--- config.mk ---
export PLATFORM = sky130hd
export DESIGN_NAME = dram_port_arbiter_flat
export DESIGN_NICKNAME = d
export VERILOG_FILES = /design/src/rtl/dram_port_arbiter_if.sv /design/src/rtl/dram_port_arbiter.sv /design/src/flat_wrapper.sv
export SDC_FILE = /design/constraint.sdc
export NUM_CORES = 1
export LEC_CHECK = 0
export CELL_PAD_IN_SITES_DETAIL_PLACEMENT = 1
export CELL_PAD_IN_SITES_GLOBAL_PLACEMENT = 2
export CORE_MARGIN = 4
export CORE_UTILIZATION = 12
export DETAILED_ROUTE_END_ITERATION = 6
export GPL_TIMING_DRIVEN = 0
export PLACE_DENSITY = 0.85
export SYNTH_ARGS = -nofsm -noshare
export SYNTH_HDL_FRONTEND = slang
export SYNTH_SLANG_ARGS = --single-unit
--- constraint.sdc ---
create_clock -name clk -period 6.74 [get_ports clk]
set_clock_uncertainty 0.05 [all_clocks]
set_input_delay 2.022 -clock clk [delete_from_list [all_inputs] [get_ports clk]]
set_output_delay 2.022 -clock clk [all_outputs]
set_load 0.01 [all_outputs]
--- src/rtl/dram_port_arbiter_if.sv ---
// One requester port of the DRAM arbiter: request bus in, grant/stall/read-valid back.
interface dram_port_arbiter_if;
  logic        req;
  logic        we;
  logic [31:0] addr;
  logic [31:0] wdata;
  logic        gnt;
  logic        stall;
  logic        rvalid;

  modport master (output req, we, addr, wdata, input gnt, stall, rvalid);
  modport slave  (input req, we, addr, wdata, output gnt, stall, rvalid);
endinterface

--- src/rtl/dram_port_arbiter.sv ---
// Shares one synchronous-read DRAM between the CPU MEM stage (port C) and a
// DMA/loader engine (port D). C has fixed priority; a starvation counter hands
// D a conflicting cycle once it has been denied MAX_WAIT cycles in a row.
// Read ownership is registered so the returned word is flagged to its issuer.
module dram_port_arbiter #(
  parameter int MAX_WAIT = 4,
  parameter int CNT_W    = 16
) (
  input  logic                 clk,
  input  logic                 rst,
  dram_port_arbiter_if.slave   c_port,
  dram_port_arbiter_if.slave   d_port,
  output logic [31:0]          rdata_o,
  output logic [31:0]          dram_a_o,
  output logic                 dram_we_o,
  output logic [31:0]          dram_din_o,
  input  logic [31:0]          dram_spo_i,
  output logic [CNT_W-1:0]     conflict_cnt_o
);

  // A zero-width counter is illegal, so MAX_WAIT = 0 keeps one bit that never moves.
  localparam int WAIT_W = (MAX_WAIT > 0) ? $clog2(MAX_WAIT + 1) : 1;
  localparam logic [WAIT_W-1:0] WAIT_MAX = WAIT_W'(MAX_WAIT);

  logic [WAIT_W-1:0] wait_q, wait_d;
  logic [1:0]        rd_owner_q, rd_owner_d;
  logic [CNT_W-1:0]  conflict_q, conflict_d;

  logic both_req;
  logic d_wins;
  logic c_gnt;
  logic d_gnt;

  // Grant decision, DRAM steering and next-state for the counters.
  always_comb begin
    both_req   = c_port.req & d_port.req;
    d_wins     = both_req & (wait_q == WAIT_MAX);
    c_gnt      = ~rst & c_port.req & ~d_wins;
    d_gnt      = ~rst & d_port.req & (~c_port.req | d_wins);

    // With no grant the C inputs sit on the address/data bus; only we matters.
    dram_a_o   = d_gnt ? d_port.addr  : c_port.addr;
    dram_din_o = d_gnt ? d_port.wdata : c_port.wdata;
    dram_we_o  = (c_gnt & c_port.we) | (d_gnt & d_port.we);

    wait_d = wait_q;
    if (~d_port.req | d_gnt) begin
      wait_d = '0;
    end else if (wait_q != WAIT_MAX) begin
      wait_d = wait_q + WAIT_W'(1);
    end

    rd_owner_d = {c_gnt & ~c_port.we, d_gnt & ~d_port.we};

    conflict_d = conflict_q;
    if (both_req && (conflict_q != {CNT_W{1'b1}})) begin
      conflict_d = conflict_q + CNT_W'(1);
    end
  end

  // Port-facing outputs; D never stalls anything upstream.
  always_comb begin
    c_port.gnt     = c_gnt;
    c_port.stall   = ~rst & c_port.req & ~c_gnt;
    c_port.rvalid  = rd_owner_q[1];
    d_port.gnt     = d_gnt;
    d_port.stall   = 1'b0;
    d_port.rvalid  = rd_owner_q[0];
    rdata_o        = dram_spo_i;
    conflict_cnt_o = conflict_q;
  end

  // State registers with synchronous reset; a read granted just before reset is dropped.
  always_ff @(posedge clk) begin
    if (rst) begin
      wait_q     <= '0;
      rd_owner_q <= '0;
      conflict_q <= '0;
    end else begin
      wait_q     <= wait_d;
      rd_owner_q <= rd_owner_d;
      conflict_q <= conflict_d;
    end
  end

endmodule

--- src/flat_wrapper.sv ---
// flat-port wrapper written by rule: the top's interface ports become plain ports
module dram_port_arbiter_flat 
#(
  parameter int MAX_WAIT = 4,
  parameter int CNT_W    = 16
)
  (clk, rst, rdata_o, dram_a_o, dram_we_o, dram_din_o, dram_spo_i, conflict_cnt_o, c_port_req, c_port_we, c_port_addr, c_port_wdata, c_port_gnt, c_port_stall, c_port_rvalid, d_port_req, d_port_we, d_port_addr, d_port_wdata, d_port_gnt, d_port_stall, d_port_rvalid);
  dram_port_arbiter_if c_port_i ();
  dram_port_arbiter_if d_port_i ();
  input  logic clk;
  input  logic rst;
  output logic [31:0] rdata_o;
  output logic [31:0] dram_a_o;
  output logic dram_we_o;
  output logic [31:0] dram_din_o;
  input  logic [31:0] dram_spo_i;
  output logic [CNT_W-1:0] conflict_cnt_o;
  input wire logic [$bits(c_port_i.req)-1:0] c_port_req;
  input wire logic [$bits(c_port_i.we)-1:0] c_port_we;
  input wire logic [$bits(c_port_i.addr)-1:0] c_port_addr;
  input wire logic [$bits(c_port_i.wdata)-1:0] c_port_wdata;
  output wire logic [$bits(c_port_i.gnt)-1:0] c_port_gnt;
  output wire logic [$bits(c_port_i.stall)-1:0] c_port_stall;
  output wire logic [$bits(c_port_i.rvalid)-1:0] c_port_rvalid;
  input wire logic [$bits(d_port_i.req)-1:0] d_port_req;
  input wire logic [$bits(d_port_i.we)-1:0] d_port_we;
  input wire logic [$bits(d_port_i.addr)-1:0] d_port_addr;
  input wire logic [$bits(d_port_i.wdata)-1:0] d_port_wdata;
  output wire logic [$bits(d_port_i.gnt)-1:0] d_port_gnt;
  output wire logic [$bits(d_port_i.stall)-1:0] d_port_stall;
  output wire logic [$bits(d_port_i.rvalid)-1:0] d_port_rvalid;
  assign c_port_i.req = c_port_req;
  assign c_port_i.we = c_port_we;
  assign c_port_i.addr = c_port_addr;
  assign c_port_i.wdata = c_port_wdata;
  assign c_port_gnt = c_port_i.gnt;
  assign c_port_stall = c_port_i.stall;
  assign c_port_rvalid = c_port_i.rvalid;
  assign d_port_i.req = d_port_req;
  assign d_port_i.we = d_port_we;
  assign d_port_i.addr = d_port_addr;
  assign d_port_i.wdata = d_port_wdata;
  assign d_port_gnt = d_port_i.gnt;
  assign d_port_stall = d_port_i.stall;
  assign d_port_rvalid = d_port_i.rvalid;
  dram_port_arbiter #(.MAX_WAIT(MAX_WAIT), .CNT_W(CNT_W)) u_core (.clk(clk), .rst(rst), .c_port(c_port_i), .d_port(d_port_i), .rdata_o(rdata_o), .dram_a_o(dram_a_o), .dram_we_o(dram_we_o), .dram_din_o(dram_din_o), .dram_spo_i(dram_spo_i), .conflict_cnt_o(conflict_cnt_o));
endmodule
Run 1, signal wires by layer:
Scale: 3 px per um.
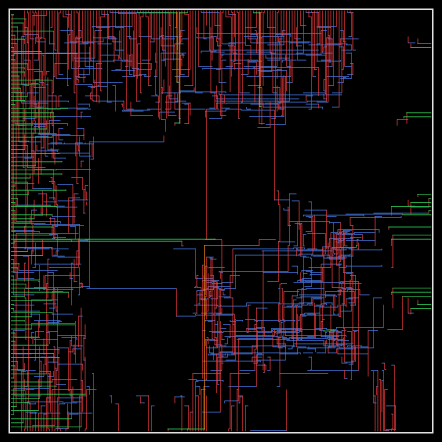
| layer | color | wire length |
|---|---|---|
| metal 4 | orange | 152 um |
| metal 1 | blue | 3840 um |
| metal 2 | red | 6920 um |
| metal 3 | green | 1130 um |

Run 1, congestion heat map:
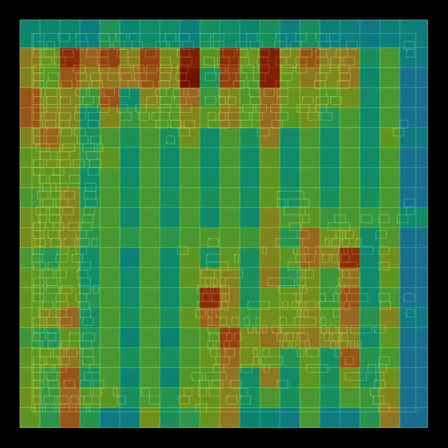
Global Route Usage Sum: 11.3%
met2 usage: 22.9%
busiest grt layer: met2

==> results_dict.tcl, run 1 <==
# yosys + openroad results
set metrics [dict create \
    fin_nets 655 \
    fa_ha_area_share_pct 1.78 \
    setup_slack_ns 0.207 \
    mostFrequentLayoutCells "clkdlybuf4s50_1 (251), mux2_2 (67), buf_4 (36)" \
    lay_top_count "clkdlybuf4s50_1" \
    min_to "u_core.conflict_cnt_o[0]" \
    finalCritPeriodShare_pct 96.9 \
    core_um2 17300 \
    dieWidth_um 141 \
    p_int_w 0.000376 \
    area_delta_synth_final_pct 136 \
    ios 285 \
    n_all_inverters 6 \
    cts_max_path_buffers 2 \
    clock_area_share_pct 1.65 \
    outcome "finished, final reports clean" \
    dr_wl_met3_um 1130 \
    critical_path.max_fanout 10 \
    grt_pass1_vias 3200 \
    top_area_cell_class "non-clock buffers" \
    yosys_cells 230 \
    powerComb_w 0.000245 \
    r2r_cells 6 \
    nonClkBufAreaFrac_pct 56.4 \
    grt_max_degree 14 \
    cts_resized 1 \
    clkPwrFrac_pct 26.6 \
    p_leak_nw 1.83 \
    drt.antenna.violating_nets 0 \
    grt_pass1_wl_um 17800 \
    worst_r2r_endpoint "u_core.conflict_cnt_o[10]" \
    portBuffers 251 \
    r2r_setup_slack_ns 4.74 \
]
Run 1, cell classes on the final placement:
Scale: 3 px per um. Fill, decap, tap and diode cells in gray.
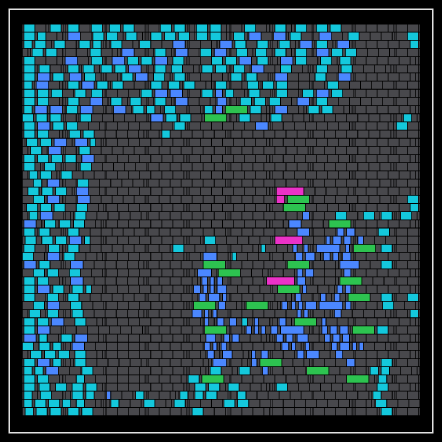
| class | color | cells |
|---|---|---|
| remaining buffers and delay cells | cyan | 294 |
| sequential cells | green | 21 |
| combinational and other logic | blue | 166 |
| clock drivers and dummy loads | magenta | 4 |

Run 1, clock wires, drivers and flops:
Scale: 3 px per um.
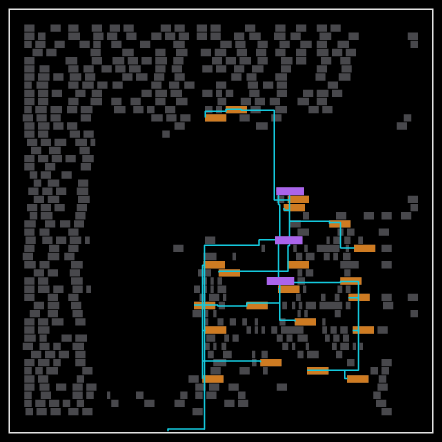

## Run 2: what changed since run 1
Settings changed: CORE_AREA set to 4 4 107 109, CORE_MARGIN 4 to unset, CORE_UTILIZATION 12 to unset, DIE_AREA set to 0 0 111 113, DONT_BUFFER_PORTS set to 1, PLACE_DENSITY 0.85 to 0.58, SETUP_SLACK_MARGIN set to 0.1.
Run 2, clock wires, drivers and flops:
Scale: 3 px per um.
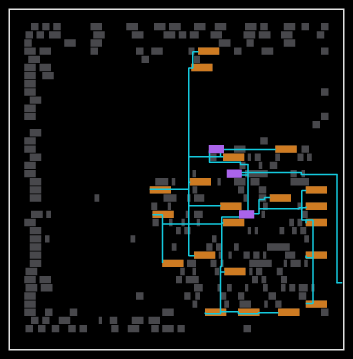
[clock drivers] purple | count: 3
[clock wires] cyan | length: 431 um
[flip-flops] orange | count: 21
routed clock nets: 4
clk_lat worst skew: 0.28 ns
Clk pwr share: 29.3%

Run 2, signal wires by layer:
Scale: 4 px per um.
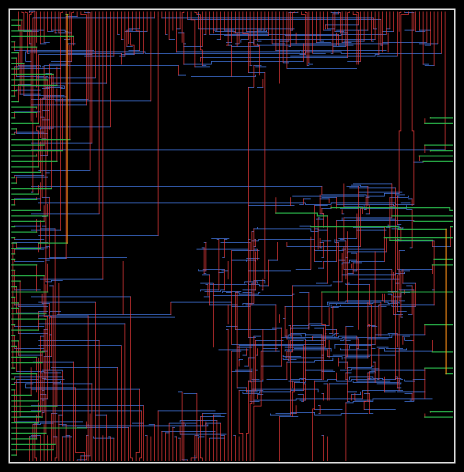
| layer | color | wire length |
|---|---|---|
| metal 2 | red | 4610 um |
| metal 1 | blue | 3710 um |
| metal 4 | orange | 93.2 um |
| metal 3 | green | 672 um |
Global Route Usage Sum: 12.9%
wire per inst: 24.3 um
total wire length: 9090 um
via count: 1754

==> results_dict.tcl, run 2 <==
# yosys + openroad results
set metrics [dict create \
    area_delta_synth_final_pct 10.6 \
    grt_pass1_wl_um 12500 \
    grt.busiest_layer "met2" \
    grt_max_degree 14 \
    outcome "finished, final reports clean" \
    dieWidth_um 111 \
    fin_nets 404 \
    yosys_cells 230 \
    clock_area_share_pct 2.09 \
    min_to "u_core.wait_q[0]" \
    finalCritPeriodShare_pct 81.3 \
    cts_max_path_buffers 2 \
    core_um2 10600 \
    r2r_setup_slack_ns 4.74 \
    ios 285 \
    cts_resized 0 \
    p_int_w 0.000209 \
    mostFrequentLayoutCells "mux2_2 (67), buf_4 (36), dfxtp_1 (21)" \
    dr_wl_met3_um 671 \
    logic_family "multiplexers" \
    n_all_inverters 6 \
    ff_count 21 \
    fa_ha_area_share_pct 1.78 \
    critical_path.max_fanout 10 \
    lay_top_count "mux2_2" \
    p_leak_nw 0.847 \
    worst_r2r_endpoint "u_core.conflict_cnt_o[10]" \
]
Run 2, congestion heat map:
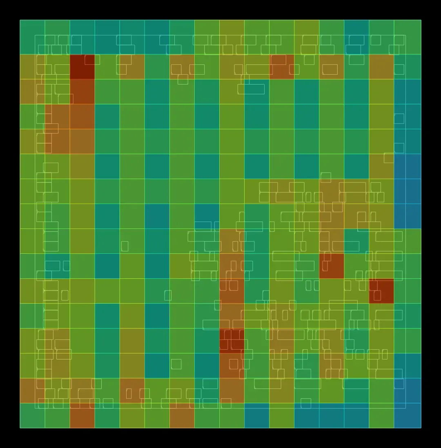
final core area utilization: 22.0%
M3 GR Usage: 4.06%
M1 GR Usage: 16.5%

Power is estimated from default activity; no workload was simulated.
